===== src/rtl/baccarat_statemachine.sv =====
// Punto Banco table controller: deals four cards, applies the third-card
// drawing rules to the datapath scores, then lights the winner LEDs.
// Optional macro BACCARAT_STATE_DBG_EN exposes the state register on state_dbg.
module baccarat_statemachine (
  input  logic       slow_clock,
  input  logic       resetb,
  input  logic [3:0] pscore,
  input  logic [3:0] dscore,
  input  logic [3:0] pcard3,
  output logic       load_pcard1,
  output logic       load_pcard2,
  output logic       load_pcard3,
  output logic       load_dcard1,
  output logic       load_dcard2,
  output logic       load_dcard3,
  output logic       player_win_light,
  output logic       dealer_win_light
`ifdef BACCARAT_STATE_DBG_EN
  ,
  output logic [2:0] state_dbg
`endif
);

  typedef enum logic [2:0] {
    DEAL_P1   = 3'd0,
    DEAL_D1   = 3'd1,
    DEAL_P2   = 3'd2,
    DEAL_D2   = 3'd3,
    DECIDE_P3 = 3'd4,
    DECIDE_D3 = 3'd5,
    RESULT    = 3'd6
  } state_t;

  state_t state_q;
  state_t state_d;

  // Face cards and tens count as zero; rank 0 (no card) is also zero.
  function automatic logic [3:0] card_value(input logic [3:0] rank);
    if (rank >= 4'd10) begin
      card_value = 4'd0;
    end else begin
      card_value = rank;
    end
  endfunction

  function automatic logic banker_draws(input logic [3:0] d, input logic [3:0] v);
    case (d)
      4'd0, 4'd1, 4'd2: banker_draws = 1'b1;
      4'd3:             banker_draws = (v != 4'd8);
      4'd4:             banker_draws = (v >= 4'd2) && (v <= 4'd7);
      4'd5:             banker_draws = (v >= 4'd4) && (v <= 4'd7);
      4'd6:             banker_draws = (v >= 4'd6) && (v <= 4'd7);
      default:          banker_draws = 1'b0;
    endcase
  endfunction

  // State register with synchronous reset back to the first deal.
  always_ff @(posedge slow_clock) begin
    if (resetb) begin
      state_q <= DEAL_P1;
    end else begin
      state_q <= state_d;
    end
  end

  // Next-state and strobe/light decode from current state and scores.
  always_comb begin
    state_d          = state_q;
    load_pcard1      = 1'b0;
    load_pcard2      = 1'b0;
    load_pcard3      = 1'b0;
    load_dcard1      = 1'b0;
    load_dcard2      = 1'b0;
    load_dcard3      = 1'b0;
    player_win_light = 1'b0;
    dealer_win_light = 1'b0;
    case (state_q)
      DEAL_P1: begin
        load_pcard1 = 1'b1;
        state_d     = DEAL_D1;
      end
      DEAL_D1: begin
        load_dcard1 = 1'b1;
        state_d     = DEAL_P2;
      end
      DEAL_P2: begin
        load_pcard2 = 1'b1;
        state_d     = DEAL_D2;
      end
      DEAL_D2: begin
        load_dcard2 = 1'b1;
        state_d     = DECIDE_P3;
      end
      DECIDE_P3: begin
        // A natural on either side ends the hand without further cards.
        if ((pscore >= 4'd8) || (dscore >= 4'd8)) begin
          state_d = RESULT;
        end else if (pscore <= 4'd5) begin
          load_pcard3 = 1'b1;
          state_d     = DECIDE_D3;
        end else begin
          load_dcard3 = (dscore <= 4'd5);
          state_d     = RESULT;
        end
      end
      DECIDE_D3: begin
        load_dcard3 = banker_draws(dscore, card_value(pcard3));
        state_d     = RESULT;
      end
      RESULT: begin
        player_win_light = (pscore >= dscore);
        dealer_win_light = (dscore >= pscore);
        state_d          = RESULT;
      end
      default: begin
        state_d = DEAL_P1;
      end
    endcase
  end

`ifdef BACCARAT_STATE_DBG_EN
  assign state_dbg = state_q;
`endif

endmodule


===== config.mk =====
export PLATFORM = sky130hd
export DESIGN_NAME = baccarat_statemachine
export DESIGN_NICKNAME = d
export VERILOG_FILES = /design/src/rtl/baccarat_statemachine.sv
export SDC_FILE = /design/constraint.sdc
export NUM_CORES = 1
export LEC_CHECK = 0
export ABC_CLOCK_PERIOD_IN_PS = 3000
export CAP_MARGIN = 20
export CORE_AREA = 2 2 39 41
export CTS_CLUSTER_DIAMETER = 200
export DETAILED_ROUTE_END_ITERATION = 6
export DIE_AREA = 0 0 41 43
export GPL_ROUTABILITY_DRIVEN = 0
export PLACE_DENSITY = 0.58
export SKIP_LAST_GASP = 1
export SYNTH_ARGS = -nofsm -noshare
export SYNTH_HDL_FRONTEND = slang
export SYNTH_SLANG_ARGS = --single-unit
export TNS_END_PERCENT = 100

===== constraint.sdc =====
create_clock -name slow_clock -period 3 [get_ports slow_clock]
set_input_delay 0.45 -clock slow_clock [delete_from_list [all_inputs] [get_ports slow_clock]]
set_output_delay 0.45 -clock slow_clock [all_outputs]
set_load 0.02 [all_outputs]

==> run_1/floorplan.png <==
Scale: 8 px per µm. Pins as bars on the die edge. Tap cells in grey.
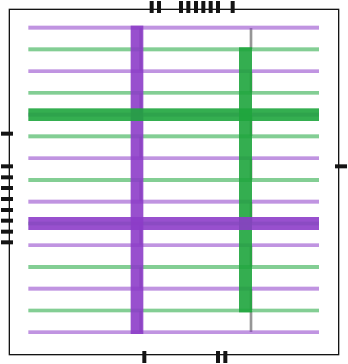
Key: green = VDD; purple = VSS
2 straps on met4. 22 signal pins sit on the boundary. 15 met1 rails follow the rows.

==> run_1/clock_nets.png <==
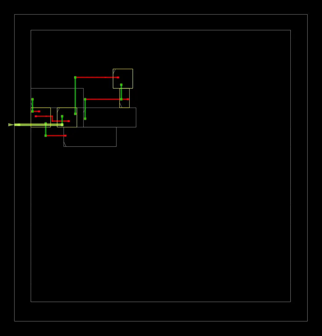
TritonCTS buffer count: 3
Sink Count: 3
Final Skew: 0.002157 ns
number of clock buffers in the layout: 4
registers: 3

==> Slide: Implementation Results <==
Flow Results at a Glance

Cells and area
  – Max reg flops: 3
  – Inverter count: 7
  – Final non-filler cell total: 90
  – Largest Register: state_q
  – Multi-input gate share of total cell area: 0.4187
  – Sequential cell area: 60.06 µm²
  – Share of cells above drive strength 1: 0.1081
  – Leading cell kind: logic gates
  – N_diodes: 0
  – Area growth syn-to-layout: 76.34%

Drt
  – Initial DRC count: 3
  – Met2 WL: 431 µm
  – DR vias/cell: 4.667
  – Drt wl/cell: 9.511 µm
  – DRT Pass-1 Iters: 2
  – Final ANT Viol Nets: 0

Logic synthesis
  – Post-synth regs: 3
  – Mapped Cells: 48
  – Yosys warnings: 0
  – XOR-XNOR Cells, Area Fraction: 0.02509
  – Area leader share: 0.1720
  – Unique cell types: 25
  – Synth area leader: dfxtp_1
  – Mean Syn Cell Area: 7.273 µm²
  – Seq/Total Area, Yosys: 0.1720
  – Synth Flop Type: dfxtp_1

Setup path
  – R2R Setup Slk: 1.70 ns
  – Cell Chain, Critical Path: clkdlybuf4s50_1 > inv_1 > ha_1 > nor2b_1 > o21a_1 > o211ai_1 > and2_1 > clkdlybuf4s50_1
  – Delay-heaviest family, CP: buffers and inverters
  – Crit path buf inv count: 3
  – Last element of the critical path: player_win_light
  – Setup crit start: pscore[1]
  – FF-to-FF End: state_q[1]$_SDFF_PP0_
  – Slowest-stage cell, CP: clkdlybuf4s50_1

Timing
  – Hold Vio Cnt, Final: 0
  – Tightest Pin Transition: 0.3662 ns
  – Final setup viols: 0

Status
  – Outcome: complete, no violations

Job
  – OpenROAD warning count: 26

Power and ir drop
  – Power Dens Cells: 335.3 nW/µm²
  – Leak pwr: 0.0002509 µW
  – Max IR drop VDD: 0.0003361 V
  – Seq pwr share: 0.267
  – Switching Share: 0.3102

Global route
  – Busiest grt layer: met2
  – Initial antenna violation count: 0
  – Number of global-route vias before repair: 384

Placement
  – IO Port Bufs: 21
  – Hpwl dp: 727.9 µm
  – Dpl ws: 0.09710 ns
  – Placed Instance Area: 589.3 µm²

CTS
  – Post-CTS Hold Buffers: 0
  – Latency at later pin: 0.22 ns
  – TritonCTS clock tree: done
  – # Post-CTS Setup Buffers: 0

Die
  – Die height: 43 µm
  – IO Count: 22
  – Die ar.: 1763 µm²
  – FP Core Util: 0.2523
  – # rows: 14

Worst hold path
  – HP Class: reg2reg
  – Hold path startpoint: state_q[0]$_SDFF_PP0_
==> run_1/layers.png <==
Scale: 8 px per µm.
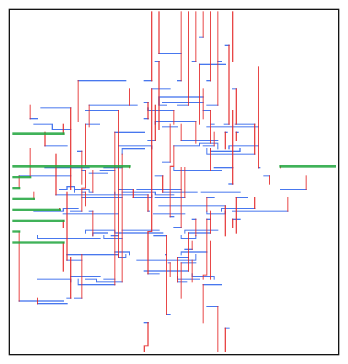
Key: blue = M1 [wire length 374 µm]; green = M3 [wire length 51.6 µm]; red = M2 [wire length 431 µm]

Power is estimated from default activity; no workload was simulated.
